**config.mk**
```make
export PLATFORM = sky130hd
export DESIGN_NAME = bcd_scan_driver
export DESIGN_NICKNAME = d
export VERILOG_FILES = /design/src/rtl/display_pkg.sv /design/src/rtl/bcd_scan_driver_bin2bcd.sv /design/src/rtl/bcd_scan_driver.sv
export SDC_FILE = /design/constraint.sdc
export NUM_CORES = 1
export LEC_CHECK = 0
export ABC_AREA = 1
export CAP_MARGIN = 20
export CELL_PAD_IN_SITES_DETAIL_PLACEMENT = 1
export CELL_PAD_IN_SITES_GLOBAL_PLACEMENT = 2
export CORE_MARGIN = 3
export CORE_UTILIZATION = 36
export DETAILED_ROUTE_END_ITERATION = 16
export GPL_ROUTABILITY_DRIVEN = 0
export GPL_TIMING_DRIVEN = 0
export PLACE_DENSITY_LB_ADDON = 0.25
export SYNTH_ARGS = -nofsm -noshare
export SYNTH_HDL_FRONTEND = slang
export SYNTH_SLANG_ARGS = --single-unit
```
**constraint.sdc**
```tcl
create_clock -name clk -period 3.3 [get_ports clk]
set_clock_uncertainty 0.1 [all_clocks]
set_input_delay 0.99 -clock clk [delete_from_list [all_inputs] [get_ports clk]]
set_output_delay 0.99 -clock clk [all_outputs]
set_load 0.02 [all_outputs]
```
**src/rtl/display_pkg.sv**
```systemverilog
// Shared types and constants for the BCD scan display path.
package display_pkg;

    typedef enum logic [1:0] {
        IDLE,
        SHIFT,
        COMMIT
    } conv_state_t;

    function automatic longint unsigned pow10(input int unsigned n);
        longint unsigned r;
        r = 1;
        for (int unsigned i = 0; i < n; i++) begin
            r = r * 10;
        end
        return r;
    endfunction

endpackage

```
**src/rtl/bcd_scan_driver_bin2bcd.sv**
```systemverilog
// Sequential shift-add-3 binary to BCD converter; out-of-range values
// saturate to all nines and flag overflow at commit.
module bin2bcd
    import display_pkg::*;
#(
    parameter int unsigned WIDTH = 14,
    parameter int unsigned NDIG  = 4
) (
    input  logic                clk,
    input  logic                rst_n,
    input  logic                load,
    input  logic [WIDTH-1:0]    value,
    output logic                busy,
    output logic [4*NDIG-1:0]   bcd,
    output logic                ovf,
    output logic                commit
);

    localparam longint unsigned MAX = pow10(NDIG) - 1;
    localparam int unsigned     CW  = $clog2(WIDTH + 1);

    conv_state_t       state_q;
    logic [WIDTH-1:0]  bin_q;
    logic [4*NDIG-1:0] shadow_q;
    logic [4*NDIG-1:0] adj_d;
    logic [CW-1:0]     cnt_q;
    logic              pend_q;
    logic              too_big;

    assign too_big = 64'(value) > MAX;

    // Nibble-local +3 correction; no carries cross digit boundaries.
    always_comb begin
        adj_d = shadow_q;
        for (int unsigned i = 0; i < NDIG; i++) begin
            if (shadow_q[4*i +: 4] >= 4'd5) begin
                adj_d[4*i +: 4] = shadow_q[4*i +: 4] + 4'd3;
            end
        end
    end

    always_ff @(posedge clk) begin
        if (!rst_n) begin
            state_q  <= IDLE;
            bin_q    <= '0;
            shadow_q <= '0;
            cnt_q    <= '0;
            pend_q   <= 1'b0;
        end else begin
            case (state_q)
                IDLE: begin
                    if (load) begin
                        if (too_big) begin
                            shadow_q <= {NDIG{4'd9}};
                            pend_q   <= 1'b1;
                            state_q  <= COMMIT;
                        end else begin
                            bin_q    <= value;
                            shadow_q <= '0;
                            cnt_q    <= '0;
                            state_q  <= SHIFT;
                        end
                    end
                end
                SHIFT: begin
                    {shadow_q, bin_q} <= {adj_d, bin_q} << 1;
                    cnt_q <= cnt_q + CW'(1);
                    if (cnt_q == CW'(WIDTH - 1)) begin
                        state_q <= COMMIT;
                    end
                end
                COMMIT: begin
                    pend_q  <= 1'b0;
                    state_q <= IDLE;
                end
                default: state_q <= IDLE;
            endcase
        end
    end

    assign busy   = (state_q != IDLE);
    assign commit = (state_q == COMMIT);
    assign bcd    = shadow_q;
    assign ovf    = pend_q;

endmodule

```
**src/rtl/bcd_scan_driver.sv**
```systemverilog
// Binary-to-decimal display driver: converts on request, then scans the
// committed digits one at a time with leading-zero blanking.
module bcd_scan_driver
    import display_pkg::*;
#(
    parameter int unsigned WIDTH    = 14,
    parameter int unsigned NDIG     = 4,
    parameter int unsigned SCAN_DIV = 50000
) (
    input  logic             clk,
    input  logic             rst_n,
    input  logic             load,
    input  logic [WIDTH-1:0] value,
    output logic             busy,
    output logic             overflow,
    output logic [3:0]       digit,
    output logic [NDIG-1:0]  dig_sel
);

    localparam int unsigned PW = (SCAN_DIV > 1) ? $clog2(SCAN_DIV) : 1;
    localparam int unsigned IW = (NDIG > 1) ? $clog2(NDIG) : 1;

    logic [4*NDIG-1:0] bcd;
    logic [4*NDIG-1:0] disp_q;
    logic              conv_ovf;
    logic              commit;
    logic              overflow_q;
    logic [PW-1:0]     pre_q;
    logic [IW-1:0]     idx_q;
    logic              blank;
    logic [3:0]        digit_d;
    logic [3:0]        digit_q;
    logic [NDIG-1:0]   sel_d;
    logic [NDIG-1:0]   sel_q;

    bin2bcd #(
        .WIDTH (WIDTH),
        .NDIG  (NDIG)
    ) u_conv (
        .clk    (clk),
        .rst_n  (rst_n),
        .load   (load),
        .value  (value),
        .busy   (busy),
        .bcd    (bcd),
        .ovf    (conv_ovf),
        .commit (commit)
    );

    // Visible value only moves on commit, so a conversion never shows partial digits.
    always_ff @(posedge clk) begin
        if (!rst_n) begin
            disp_q     <= '0;
            overflow_q <= 1'b0;
        end else if (commit) begin
            disp_q     <= bcd;
            overflow_q <= conv_ovf;
        end
    end

    always_ff @(posedge clk) begin
        if (!rst_n) begin
            pre_q <= '0;
            idx_q <= '0;
        end else if (pre_q == PW'(SCAN_DIV - 1)) begin
            pre_q <= '0;
            idx_q <= (idx_q == IW'(NDIG - 1)) ? '0 : idx_q + IW'(1);
        end else begin
            pre_q <= pre_q + PW'(1);
        end
    end

    always_comb begin
        blank   = (idx_q != '0);
        digit_d = 4'd0;
        for (int unsigned i = 0; i < NDIG; i++) begin
            if (IW'(i) >= idx_q && disp_q[4*i +: 4] != 4'd0) begin
                blank = 1'b0;
            end
            if (IW'(i) == idx_q) begin
                digit_d = disp_q[4*i +: 4];
            end
        end
        sel_d = NDIG'(1) << idx_q;
        if (blank) begin
            digit_d = 4'd0;
            sel_d   = '0;
        end
    end

    always_ff @(posedge clk) begin
        if (!rst_n) begin
            digit_q <= '0;
            sel_q   <= '0;
        end else begin
            digit_q <= digit_d;
            sel_q   <= sel_d;
        end
    end

    assign overflow = overflow_q;
    assign digit    = digit_q;
    assign dig_sel  = sel_q;

endmodule

```
run_1/clocks.png
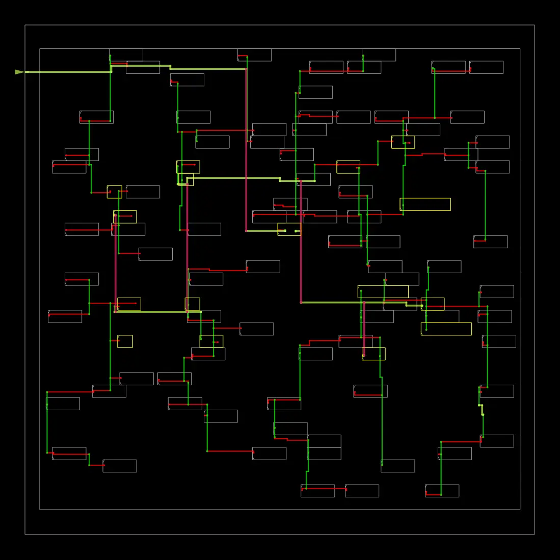
Clock Sinks: 80
Latency at later pin: 0.36 ns

run_1/clk_routes.png
The bar under the picture is 20 um long.
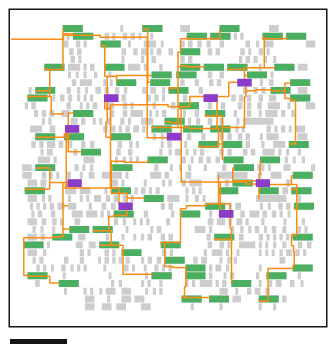
[green] flip-flops | count: 80
[orange] clock wires | length: 1160 um
[purple] clock drivers | count: 9
routed clock nets: 10

run_1/logic_types.png
The bar under the picture is 20 um long.
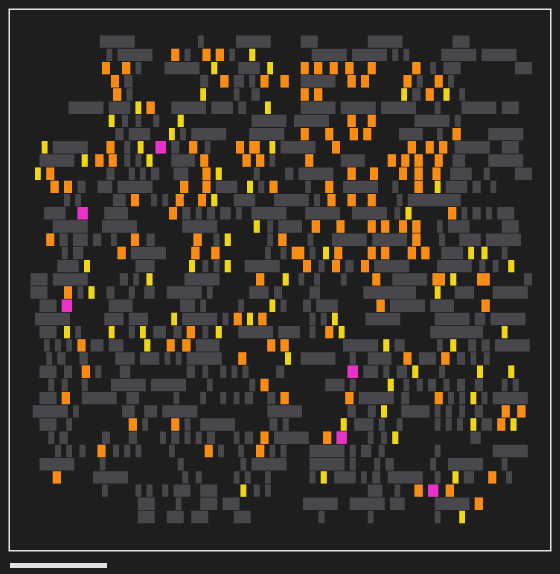
| colour | family | cells | most used |
|---|---|---|---|
| yellow | inv cells | 64 | inv_1 |
| magenta | and/or cells | 6 | or2_2 |
| orange | aoi and oai cells | 134 | a21oi_1 |

run_1/power_grid.png
Pins as bars on the die edge. Tap cells in grey.
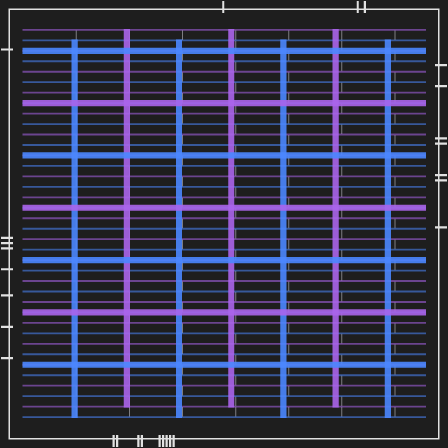
| colour | net |
|---|---|
| blue | VSS |
| purple | VDD |
tap cells: 136
met4 straps: 7
Max IR drop VDD: 0.2639 mV
core area: 10560 um2
Die X: 111.2 um

## run 1: placed cells by master, fill, tap and decap left out, drive strengths merged, types with 3 or more instances in the layout
| master | count |
|---|---|
| nand2 | 125 |
| dfxtp | 80 |
| a21oi | 78 |
| inv | 65 |
| nor2 | 54 |
| o21ai | 52 |
| nand3 | 41 |
| clkdlybuf4s50 | 25 |
| ha | 16 |
| buf | 15 |
| clkbuf | 14 |
| nand4 | 10 |
| nor3 | 7 |
| or2 | 6 |
| xor2 | 3 |
| bufinv | 3 |
| clkinv | 3 |
## run 1: worst max-delay path, cell delays in order (launching register included)
cell and delay [ns]:
dfxtp_1 0.47, nor2_1 0.10, inv_1 0.07, clkdlybuf4s50_1 0.60
## run 1: routing by layer
layer	global-route usage	wire length, um	vias up
li1	-	-	1917
met1	0.2255	4968	1764
met2	0.3088	5178	45
met3	0.04312	332	15
met4	0.05272	153	0
met5	0	0	-
## run 1: logic make-up after synthesis
group	count (synthesis)	synth area share
xor+xnor	3	0.006590
fa+ha+maj	16	0.05020
simple gates	244	0.2771
buf+inv	84	0.09193
compound gates	135	0.1726
flops	80	0.4016
## run 1: flip-flops by register name, summed over array words and instances (netlist names)
register,flops
digit,4
overflow,1
u_conv.bcd,16
u_conv.ovf,1
dig_sel,4
idx_q,2
u_conv.state_q,2
u_conv.bin_q,14
pre_q,16
disp_q,16
u_conv.cnt_q,4
## run 1: area by class of cell
type                            instances  area (um2)  area share
Buffer                                 20       126.4     0.02714
Clock buffer                            9       123.9     0.02660
Clock inverter                          7       125.1     0.02687
Inverter                               64       240.2     0.05159
Multi-Input combinational cell        398        2019      0.4336
Sequential cell                        80        1602      0.3439
Tap cell                              136       170.2     0.03654
Timing Repair Buffer                   25       250.2     0.05373
==> impl_metrics.yaml, run 1 <==
# physical design summary
sta:
  maxSlewHeadroom: 0.6105
  fin_crit_ns: 2.679
  period_used_share: 0.8118
worst_setup_path:
  r2r_setup_slack_ns: 1.45
  reg2reg_to: "pre_q[10]$_SDFF_PP0_"
  end_kind: "primary output"
  required_ns: 2.21
routing:
  vias: 3741
  dr.pass1.iters: 4
  wl_um: 10630
yosys:
  synth_top_area_share: 0.4016
  syn_inst: 562
  synth_flop_count: 80
  mappedNetlistNets: 595
  ys_chip_area_um2: 3988
power:
  power_switching_mw: 0.6608
  comb_power_mw: 0.345
  p_total_mw: 2.325
status:
  status: "finished clean"
floorplanning:
  chip_area_um2: 12380
global_routing:
  grt_pass1_vias: 3906
clocking:
  post-cts-setup-buffers: 0
==> inputs of run 2 (changes only) <==
--- a/config.mk
+++ b/config.mk
@@ -10,7 +10,7 @@
 export CELL_PAD_IN_SITES_DETAIL_PLACEMENT = 1
 export CELL_PAD_IN_SITES_GLOBAL_PLACEMENT = 2
 export CORE_MARGIN = 3
-export CORE_UTILIZATION = 36
+export CORE_UTILIZATION = 34
 export DETAILED_ROUTE_END_ITERATION = 16
 export GPL_ROUTABILITY_DRIVEN = 0
 export GPL_TIMING_DRIVEN = 0
==> constraint.sdc (replaced) <==
create_clock -name clk -period 2.66 [get_ports clk]
set_clock_uncertainty 0.1 [all_clocks]
set_input_delay 0.798 -clock clk [delete_from_list [all_inputs] [get_ports clk]]
set_output_delay 0.798 -clock clk [all_outputs]
set_load 0.02 [all_outputs]
==> run 2 against run 1 <==
Compared with the run above:
- non-clock buffer count stayed put
- sequential power is 25% higher
- synthesized area stayed put
- count of clock-buffer cells in the layout is 2 higher
- critical path type unchanged
- largest power group is now the clock network
- critical path depth stayed put
==> impl_metrics.yaml, run 2 <==
# physical design summary
yosys:
  ys_sh_simple: 0.2771
  syn_inst: 562
  ys_sh_xor: 0.006589
  synth_flop_count: 80
  ys_chip_area_um2: 3988
  ys_sh_aoi: 0.1726
floorplanning:
  chip_area_um2: 13060
worst_setup_path:
  required_ns: 1.76
  worst-path-buf-inv: 2
  r2r_setup_slack_ns: 0.86
  reg2reg_to: "pre_q[6]$_SDFF_PP0_"
  critPathMaxStageDelay_ns: 0.60
  end_kind: "primary output"
sta:
  fin_crit_ns: 2.491
  period_used_share: 0.9366
clocking:
  clock_latency_ns: 0.33
routing:
  vias: 3721
  highest_layer: "met4"
  wl_met1_um: 5181
  wl_met3_um: 283
  wl_met2_um: 5068
status:
  status: "finished clean"
power:
  worst_ir_drop_vdd_mv: 0.3598
layout:
  lay_top_count: "nand2_1"
global_routing:
  grtUsageMet3: 0.02643
==> run 2: cell counts after synthesis <==
Identical to the previous run, type by type.
==> run 2: per-stage QoR <==
| step | std cells | cell area (um2) |
|---|---|---|
| global placement | 727 | 4413 |
| CTS | 743 | 4736 |
| global route | 743 | 4736 |
| floorplan | 562 | 3988 |
| detailed placement | 727 | 4413 |
| finish | 743 | 4736 |
==> run 2: how the worst max path moves through the flow <==
stage               slack, ns  cells after the start                           end                      startpoint
floorplan                0.89                      9    u_conv.bcd[8]$_SDFFE_PN0P_                        value[4]
global placement         0.22                     10    u_conv.bcd[0]$_SDFFE_PN0P_                        value[4]
detailed placement       0.18                     10  u_conv.cnt_q[2]$_SDFFE_PN0P_                        value[9]
CTS                      0.15                      3                          busy  u_conv.state_q[1]$_SDFFE_PN0P_
global route             0.11                      3                          busy  u_conv.state_q[1]$_SDFFE_PN0P_
finish                   0.17                      3                          busy  u_conv.state_q[1]$_SDFFE_PN0P_
==> run 2: cell families after synthesis <==
logic type / count (synthesis)
fa+ha+maj: 16
compound gates: 135
simple gates: 244
buf+inv: 84
xor+xnor: 3
flops: 80
==> run 2: report_power, final <==
| part | total, mW | switching (mW) | internal (mW) |
|---|---|---|---|
| logic | 0.428 | 0.265 | 0.162 |
| registers | 1.33 | 0.0556 | 1.27 |
| clock network | 1.34 | 0.497 | 0.846 |
==> run 2: layout make-up <==
class	instances	area, um2
clock buffer	11	242.7
tap	140	175.2
sequential	80	1602
fill	1437	6390
multi-input combinational	398	2019
clock inverter	5	80.08
buffer	20	126.4
inverter	64	240.2
timing repair buffer	25	250.2
run_2/power_grid.png
Pins as bars on the die edge. Tap cells in grey.
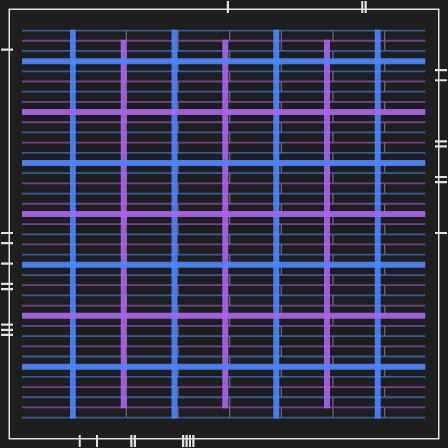
| colour | net |
|---|---|
| blue | VSS |
| purple | VDD |
signal pins: 27
met1 rails: 39
met5 straps: 7
core area: 11130 um2
Die X: 114.3 um

run_2/placement_by_type.png
The bar under the picture is 20 um long.
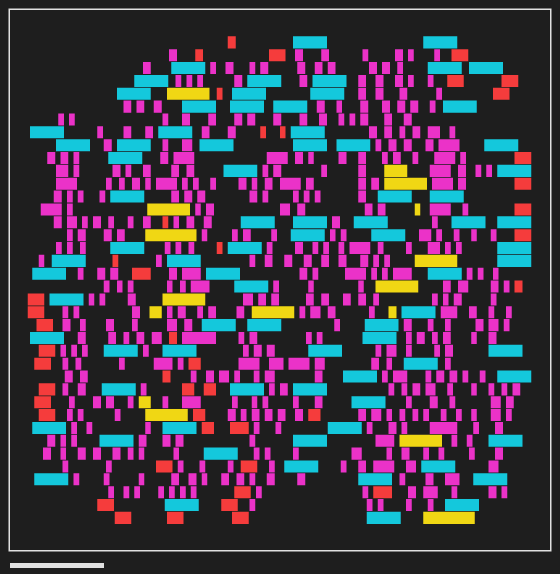
| colour | class | cells |
|---|---|---|
| magenta | combinational and other logic | 462 |
| red | remaining buffers and delay cells | 45 |
| cyan | sequential cells | 80 |
| yellow | clock drivers and dummy loads | 16 |

Power and IR drop assume default switching activity.
